run_1/pdn.png
The bar under the picture is 50 um long. Pins as bars on the die edge.
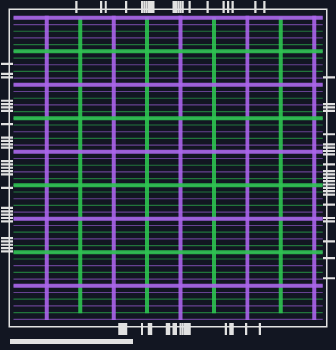
run_1/cell_classes.png
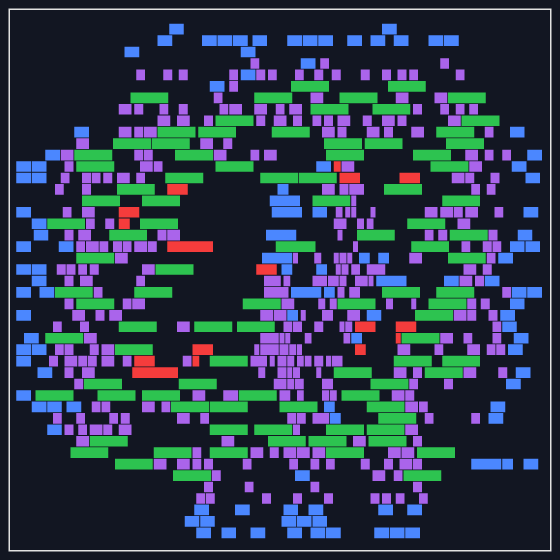
run_1/clock_map.png
The bar under the picture is 50 um long.
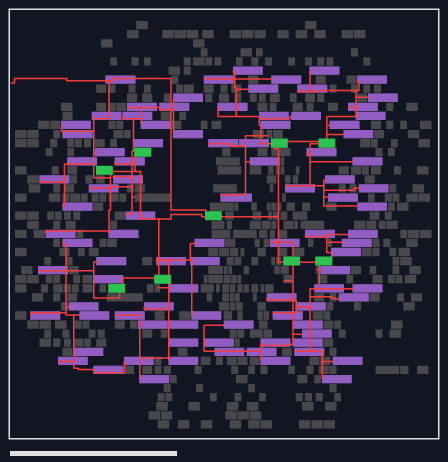
run_1/metal_stack.png
The bar under the picture is 50 um long.
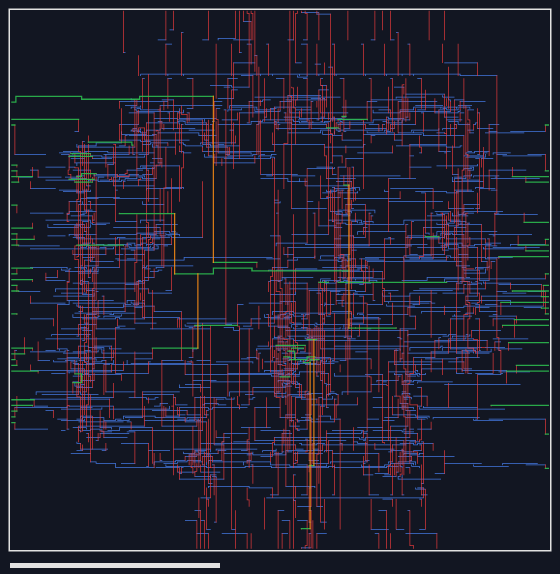
<file path="src/rtl/rbz_spi_master.sv">
// Mode-0 SPI master that shifts out one MSB-first frame of 1..DATA_W bits per start request.
// Done fires 1+HALF_DIV*(2N+2) cycles after the accepting edge; requests seen while busy are dropped.
module rbz_spi_master #(
  parameter  int DATA_W   = 80,
  parameter  int HALF_DIV = 2,
  localparam int CNT_W    = $clog2(DATA_W + 1),
  localparam int DIV_W    = (HALF_DIV > 1) ? $clog2(HALF_DIV) : 1
) (
  input  logic              clk,
  input  logic              rst_n,
  input  logic              i_start,
  input  logic [DATA_W-1:0] i_data,
  input  logic [CNT_W-1:0]  i_nbits,
  output logic              o_busy,
  output logic              o_done,
  output logic              o_sclk,
  output logic              o_mosi,
  output logic              o_ss_n
);

  typedef enum logic [2:0] {
    S_IDLE,
    S_SETUP,
    S_HIGH,
    S_LOW,
    S_HOLD,
    S_GAP
  } state_t;

  state_t              r_state;
  logic [DIV_W-1:0]    r_div;
  logic [DATA_W-1:0]   r_shift;
  logic [CNT_W-1:0]    r_cnt;
  logic                r_sclk;
  logic                r_mosi;
  logic                r_ss_n;
  logic                r_busy;
  logic                r_done;

  state_t              w_state_nxt;
  logic [DIV_W-1:0]    w_div_nxt;
  logic [DATA_W-1:0]   w_shift_nxt;
  logic [CNT_W-1:0]    w_cnt_nxt;
  logic                w_sclk_nxt;
  logic                w_mosi_nxt;
  logic                w_ss_n_nxt;
  logic                w_busy_nxt;
  logic                w_done_nxt;
  logic                w_div_last;
  logic [CNT_W-1:0]    w_nbits_clamped;

  assign w_div_last      = (r_div == DIV_W'(HALF_DIV - 1));
  assign w_nbits_clamped = (i_nbits > CNT_W'(DATA_W)) ? CNT_W'(DATA_W) : i_nbits;

  always_ff @(posedge clk or negedge rst_n) begin
    if (!rst_n) begin
      r_state <= S_IDLE;
      r_div   <= '0;
      r_shift <= '0;
      r_cnt   <= '0;
      r_sclk  <= 1'b0;
      r_mosi  <= 1'b0;
      r_ss_n  <= 1'b1;
      r_busy  <= 1'b0;
      r_done  <= 1'b0;
    end else begin
      r_state <= w_state_nxt;
      r_div   <= w_div_nxt;
      r_shift <= w_shift_nxt;
      r_cnt   <= w_cnt_nxt;
      r_sclk  <= w_sclk_nxt;
      r_mosi  <= w_mosi_nxt;
      r_ss_n  <= w_ss_n_nxt;
      r_busy  <= w_busy_nxt;
      r_done  <= w_done_nxt;
    end
  end

  // Outputs are computed one cycle ahead so every pin comes straight from a flop.
  always_comb begin
    w_state_nxt = r_state;
    w_div_nxt   = r_div;
    w_shift_nxt = r_shift;
    w_cnt_nxt   = r_cnt;
    w_sclk_nxt  = r_sclk;
    w_mosi_nxt  = r_mosi;
    w_ss_n_nxt  = r_ss_n;
    w_busy_nxt  = r_busy;
    w_done_nxt  = 1'b0;

    if (r_state != S_IDLE) begin
      w_div_nxt = w_div_last ? '0 : r_div + DIV_W'(1);
    end

    case (r_state)
      S_IDLE: begin
        if (i_start && (i_nbits != '0)) begin
          w_state_nxt = S_SETUP;
          w_div_nxt   = '0;
          w_shift_nxt = i_data;
          w_cnt_nxt   = w_nbits_clamped;
          w_sclk_nxt  = 1'b0;
          w_mosi_nxt  = i_data[DATA_W-1];
          w_ss_n_nxt  = 1'b0;
          w_busy_nxt  = 1'b1;
        end
      end
      S_SETUP: begin
        if (w_div_last) begin
          w_state_nxt = S_HIGH;
          w_sclk_nxt  = 1'b1;
        end
      end
      S_HIGH: begin
        if (w_div_last) begin
          w_cnt_nxt  = r_cnt - CNT_W'(1);
          w_sclk_nxt = 1'b0;
          if (r_cnt == CNT_W'(1)) begin
            w_state_nxt = S_HOLD;
          end else begin
            w_state_nxt = S_LOW;
            w_shift_nxt = {r_shift[DATA_W-2:0], 1'b0};
            w_mosi_nxt  = r_shift[DATA_W-2];
          end
        end
      end
      S_LOW: begin
        if (w_div_last) begin
          w_state_nxt = S_HIGH;
          w_sclk_nxt  = 1'b1;
        end
      end
      S_HOLD: begin
        if (w_div_last) begin
          w_state_nxt = S_GAP;
          w_ss_n_nxt  = 1'b1;
        end
      end
      S_GAP: begin
        if (w_div_last) begin
          w_state_nxt = S_IDLE;
          w_busy_nxt  = 1'b0;
          w_done_nxt  = 1'b1;
        end
      end
      default: begin
        w_state_nxt = S_IDLE;
      end
    endcase
  end

  assign o_busy = r_busy;
  assign o_done = r_done;
  assign o_sclk = r_sclk;
  assign o_mosi = r_mosi;
  assign o_ss_n = r_ss_n;

endmodule

</file>
<file path="config.mk">
export PLATFORM = sky130hd
export DESIGN_NAME = rbz_spi_master
export DESIGN_NICKNAME = d
export VERILOG_FILES = /design/src/rtl/rbz_spi_master.sv
export SDC_FILE = /design/constraint.sdc
export NUM_CORES = 1
export LEC_CHECK = 0
export CORE_MARGIN = 1
export CORE_UTILIZATION = 30
export CTS_BUF_LIST = sky130_fd_sc_hd__clkbuf_8
export CTS_CLUSTER_DIAMETER = 200
export DETAILED_ROUTE_END_ITERATION = 8
export PLACE_DENSITY_LB_ADDON = 0.3
export SLEW_MARGIN = 20
export SYNTH_ARGS = -nofsm -noshare
export SYNTH_HDL_FRONTEND = slang
export SYNTH_SLANG_ARGS = --single-unit
export TNS_END_PERCENT = 30
</file>
<file path="constraint.sdc">
create_clock -name clk -period 2.4 [get_ports clk]
set_clock_uncertainty 0.1 [all_clocks]
set_input_delay 0.24 -clock clk [delete_from_list [all_inputs] [get_ports clk]]
set_output_delay 0.24 -clock clk [all_outputs]
set_load 0.01 [all_outputs]
</file>
==> summary.txt, run 1 <==
run results: startpoint types flop, worst hold slack 333 ps, TritonCTS clock tree done, met2 Use GR 23.5%, Yosys chip area 4790 sq um, final instance area 6230 sq um, crit path to r_cnt[0], WL met2 5320 um, Clock Network Area Fraction 3.42%, row cnt 45, measured slew at the worst slew-check pin 550 ps, die area 16,500 sq um, Port Buffers 94, Max Slew Vio Count 0, top flop regs r_shift: 79 flops, r_cnt: 7 flops, r_state: 3 flops, Final non-clock buffer share 18.7%, mapped cell area 4790 sq um, pre-CTS setup slack -16.0 ps, antenna violations before repair 0, met1 Use GR 20.7%, Sinks on Clock Net 95, Mean Syn Cell Area 10.3 sq um, Comb gates 315, H-tree levels 3, largest net degree at the start of global routing 96, Psw 2.82 mW, Die Wd 128 um, Late-Pin Clk Latency 360 ps, CTS resizes 0, all-layer global routing usage 15.0%, placed cell area 6010 sq um, Critical Path Start r_state[1], Setup crit end kind flop, Post-synth ARST share 100%, Util after Layout 40.5%, Leading cell kind registers, Fin Setup TNS 0 ps, seq pwr 2.77 mW, VDD IR-drop max 0.000537 V, postcts setup bufs 0, routed wl met3 494 um, share of post-route cells with drive strength above 1 7.52%, Hold Buf Count CTS 1, DRC viols 0, area leader, netlist dfrtp_1, Non-Filler Instances 756, cell-internal power 4.46 mW, comb area leader AND-OR/OR-AND gates, Largest Pwr Group combinational cells, Max Cap Viol 0, GRT busiest layer met2, Ports 95, Comb area share 35.1%, aoi share 30.3%, critical path data arrival time 2310 ps, Flops 95, combinational power 3.37 mW, status completed, Mapped Nets 558, clk pwr 1.14 mW, Seq/total area 38.2%, most numerous logic cell after layout dfrtp_1, CP max FO 38, CP max stage delay 520 ps, CLK BUF 9, total power density per cell area 1170 nW/um^2, fin crit period 2160 ps, first-pass GRT wire length 19,800 um, XORs/XNORs by Area 0%, GP Congestion 0.870, synth unique cells 39, Pleak 2.43 nW, cell count in the Yosys report 466, crit-path cells or3b_2, nor2_2, nor2_4, buf_12, a211o_1, Rel. slew slack 62.9%, Area leader share 49.2%, critical setup path kind flop to flop, combinational share of power 46.3%, vias after detailed routing 3,997, highest layer used for signal routing met4, HP Class input pin to asynchronous set/reset pin, sequential power share 38.0%, Synth Instances 466, total grt overflow 0, Hold Vio Cnt, Final 0, period utilisation layout 90.0%, simple-gate share of the synthesized area 14.2%, vias per cell 5.29, Area Overhead vs Synth 30.1%, Worst path top cell family by delay simple AND/OR/NAND/NOR gates
-- pdn.png (at the start) --
Key: VSS = purple; VDD = green
9 straps on met5. 9 straps on met4. 46 met1 rails follow the rows. 95 signal pins sit on the boundary.

-- cell_classes.png (at the start) --
Key: flip-flops = green [cells 95]; all other logic = purple [cells 322]; clock drivers and dummy loads = red [cells 16]; other buffers and delay cells = blue [cells 112]

-- clock_map.png (at the start) --
Key: cells driving clock nets = green [count 9]; clock wires = red [length 1,210 um]; flip-flops = purple [count 95]
There are 10 routed clock nets.

-- metal_stack.png (at the start) --
Key: met3 = green [wire length 495 um]; met1 = blue [wire length 5,900 um]; met2 = red [wire length 5,320 um]; met4 = orange [wire length 175 um]

run_1/final_clocks.png
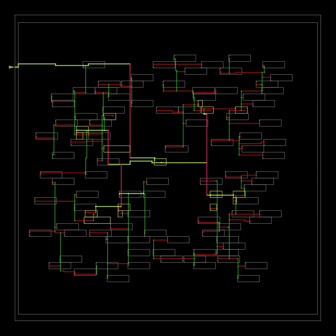

==> inputs of run 2 (changes only) <==
- DONT_BUFFER_PORTS: unset -> 1
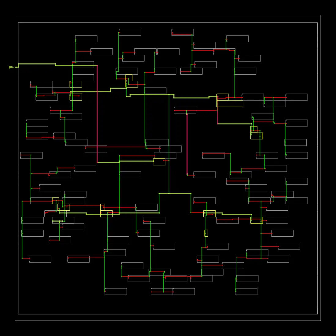
run_2/final_clocks.png
Flops: 95
CLK BUF: 10

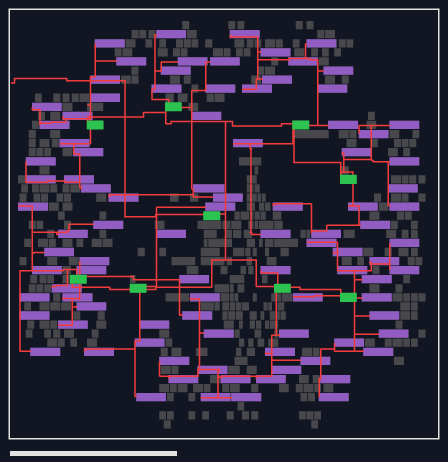
run_2/clock_map.png
The bar under the picture is 50 um long.
Key: clock wires = red [length 1,400 um]; cells driving clock nets = green [count 9]; flip-flops = purple [count 95]
Position of the flops: widely spread. There are 10 routed clock nets.

==> run 2 against run 1 <==
The run now ends with hold timing left; utilization down 6.3 points; synthesized cell count unchanged; via count down 7.9%; critical path depth up 1; hold slack worse by 880 ps; sequential share of layout area up 7.0 points; wire length down 0.42%; worst setup slack better by 52 ps; synthesized area unchanged; largest cell class unchanged; highest routed layer unchanged.
==> summary.txt, run 2 <==
run results: DRC viols 0 (unchanged), row cnt 45 (unchanged), CP max stage delay 390 ps (was 520 ps), Mean Syn Cell Area 10.3 sq um (unchanged), Comb area share 41.5% (was 35.1%), most numerous logic cell after layout dfrtp_1 (unchanged), Final non-clock buffer share 3.99% (was 18.7%), Worst path top cell family by delay AND-OR/OR-AND gates (was simple AND/OR/NAND/NOR gates), first-pass GRT wire length 19,200 um (was 19,800 um), Pleak 2.04 nW (was 2.43 nW), status finished with violations (was completed), Ports 95 (unchanged), Comb gates 315 (unchanged), synth unique cells 39 (unchanged), Non-Filler Instances 662 (was 756), share of post-route cells with drive strength above 1 8.22% (was 7.52%), period utilisation layout 87.8% (was 90.0%), worst hold slack -544 ps (was 333 ps), Die Wd 128 um (unchanged), clk pwr 1.09 mW (was 1.14 mW), Clock Network Area Fraction 3.78% (was 3.42%), Area leader share 49.2% (unchanged), Area Overhead vs Synth 9.99% (was 30.1%), mapped cell area 4790 sq um (unchanged), comb area leader AND-OR/OR-AND gates (unchanged), GRT busiest layer met2 (unchanged), Sinks on Clock Net 95 (unchanged), failing checks hold timing, Largest Pwr Group combinational cells (unchanged), Util after Layout 34.2% (was 40.5%), HP Class input pin to asynchronous set/reset pin (unchanged), fin crit period 2110 ps (was 2160 ps), vias after detailed routing 3,680 (was 3,997), cell-internal power 4.26 mW (was 4.46 mW), Max Slew Vio Count 0 (unchanged), XORs/XNORs by Area 0% (unchanged), highest layer used for signal routing met4 (unchanged), CTS resizes 0 (unchanged), Seq/total area 45.2% (was 38.2%), Post-synth ARST share 100% (unchanged), Setup crit end kind flop (unchanged), crit path to r_cnt[0] (unchanged), aoi share 30.3% (unchanged), critical path data arrival time 2270 ps (was 2310 ps), largest net degree at the start of global routing 96 (unchanged), met1 Use GR 19.4% (was 20.7%), postcts setup bufs 0 (unchanged), Hold Vio Cnt, Final 95 (was 0), startpoint types flop (unchanged), die area 16,500 sq um (unchanged), TritonCTS clock tree done (unchanged), Psw 2.81 mW (was 2.82 mW), Synth Instances 466 (unchanged), measured slew at the worst slew-check pin 463 ps (was 550 ps), pre-CTS setup slack 308 ps (was -16.0 ps), H-tree levels 3 (unchanged), seq pwr 2.76 mW (was 2.77 mW), area leader, netlist dfrtp_1 (unchanged), Critical Path Start r_state[0] (was r_state[1]), antenna violations before repair 1 (was 0), combinational power 3.21 mW (was 3.37 mW)
run_2/cell_classes.png
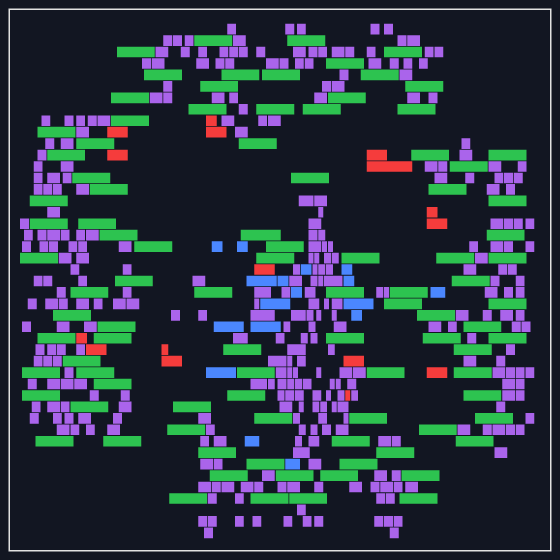

==> inputs of run 3 (changes only) <==
- SKIP_CTS_REPAIR_TIMING: unset -> 1
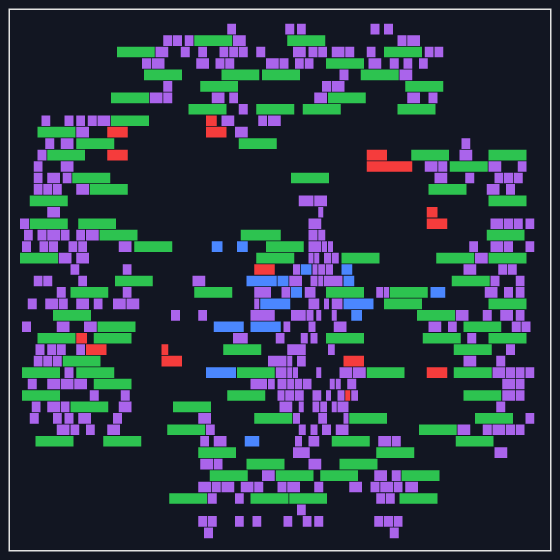
run_3/cell_classes.png
Key: flip-flops = green [cells 95]; all other logic = purple [cells 322]; clock drivers and dummy loads = red [cells 16]; other buffers and delay cells = blue [cells 16]

==> run 3 against run 2 <==
The flow still finishes with violations (hold timing); count of clock-buffer cells in the layout did not move; hold slack got worse by 1.0 ps; critical path type unchanged; register-to-register slack barely moved; largest cell class unchanged; via count did not move; highest routed layer unchanged; critical endpoint unchanged; maximum frequency fell by 0.10%; utilization fell by 0.065 points; clock power barely moved.
==> summary.txt, run 3 <==
run results: status finished with violations (unchanged), failing checks hold timing (unchanged), CLK BUF 10 (unchanged), vias after detailed routing 3,680 (unchanged), Pleak 2.04 nW (about the same), all-layer global routing usage 15.1% (about the same), Sinks on Clock Net 95 (unchanged), share of post-route cells with drive strength above 1 8.24% (was 8.22%), GRT busiest layer met2 (unchanged), total power density per cell area 1340 nW/um^2 (about the same), clk pwr 1.09 mW (about the same), crit-path cells buf_4, nor3_1, o211a_1, nor2_4, buf_12, a211o_1 (unchanged), comb area leader AND-OR/OR-AND gates (unchanged), simple-gate share of the synthesized area 14.2% (unchanged), Critical Path Start r_state[0] (unchanged), worst hold slack -545 ps (was -544 ps), Antenna Nets Post-Route 0 (unchanged), most numerous logic cell after layout dfrtp_1 (unchanged), period utilisation layout 87.9% (was 87.8%), Hold Vio Cnt, Final 95 (unchanged), Worst path top cell family by delay AND-OR/OR-AND gates (unchanged), total grt overflow 0 (unchanged), final instance area 5250 sq um (was 5260 sq um), Synth Instances 466 (unchanged), Comb area share 41.6% (was 41.5%), measured slew at the worst slew-check pin 489 ps (was 463 ps), placed cell area 5030 sq um (unchanged), combinational share of power 45.4% (was 45.5%), Yosys chip area 4790 sq um (unchanged), WL met2 5490 um (was 5500 um), H-tree levels 3 (unchanged), Clock Network Area Fraction 3.79% (was 3.78%), area leader, netlist dfrtp_1 (unchanged), CP max stage delay 390 ps (about the same), CP max FO 43 (unchanged), largest net degree at the start of global routing 96 (unchanged), VDD IR-drop max 0.000609 V (was 0.000613 V), Die Wd 128 um (unchanged), Final non-clock buffer share 3.81% (was 3.99%), Area leader share 49.2% (unchanged), Port Buffers 0 (unchanged), startpoint types flop (unchanged), routed wl met3 689 um (was 724 um), critical path data arrival time 2270 ps (about the same), wirelength, routed 11,800 um (about the same), Rel. slew slack 67.1% (was 68.8%), seq pwr 2.76 mW (about the same), antenna violations before repair 1 (unchanged), Area Overhead vs Synth 9.78% (was 9.99%), row cnt 45 (unchanged), Util after Layout 34.2% (about the same), TritonCTS clock tree done (unchanged), sequential power share 39.1% (about the same), fin crit period 2110 ps (about the same), Post-synth ARST share 100% (unchanged), Leading cell kind registers (unchanged), GP Congestion 0.827 (unchanged), Mapped Nets 558 (unchanged), die area 16,500 sq um (unchanged), first-pass GRT wire length 19,200 um (about the same), met1 Use GR 19.3% (was 19.4%), Ports 95 (unchanged), Largest Pwr Group combinational cells (unchanged), highest layer used for signal routing met4 (unchanged), cell-internal power 4.26 mW (about the same), top flop regs r_shift: 79 flops, r_cnt: 7 flops, r_state: 3 flops (unchanged), combinational power 3.21 mW (about the same), pre-CTS setup slack 308 ps (unchanged), Max Cap Viol 0 (unchanged), vias per cell 5.57 (was 5.56), HP Class input pin to asynchronous set/reset pin (unchanged), Seq/total area 45.3% (was 45.2%), Multi-input gate area 2180 sq um (unchanged), Late-Pin Clk Latency 370 ps (about the same), Fin Setup TNS 0 ps (unchanged), Max Slew Vio Count 0 (unchanged)
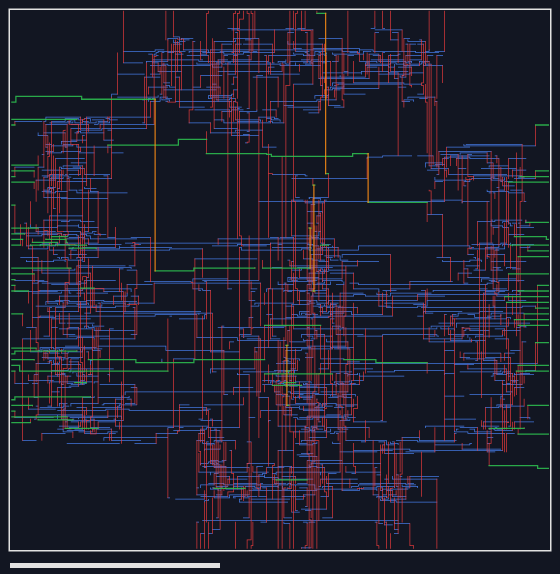
run_3/metal_stack.png
The bar under the picture is 50 um long.
Key: met4 = orange [wire length 139 um]; met1 = blue [wire length 5,510 um]; met2 = red [wire length 5,490 um]; met3 = green [wire length 689 um]

Power and IR drop assume default switching activity.
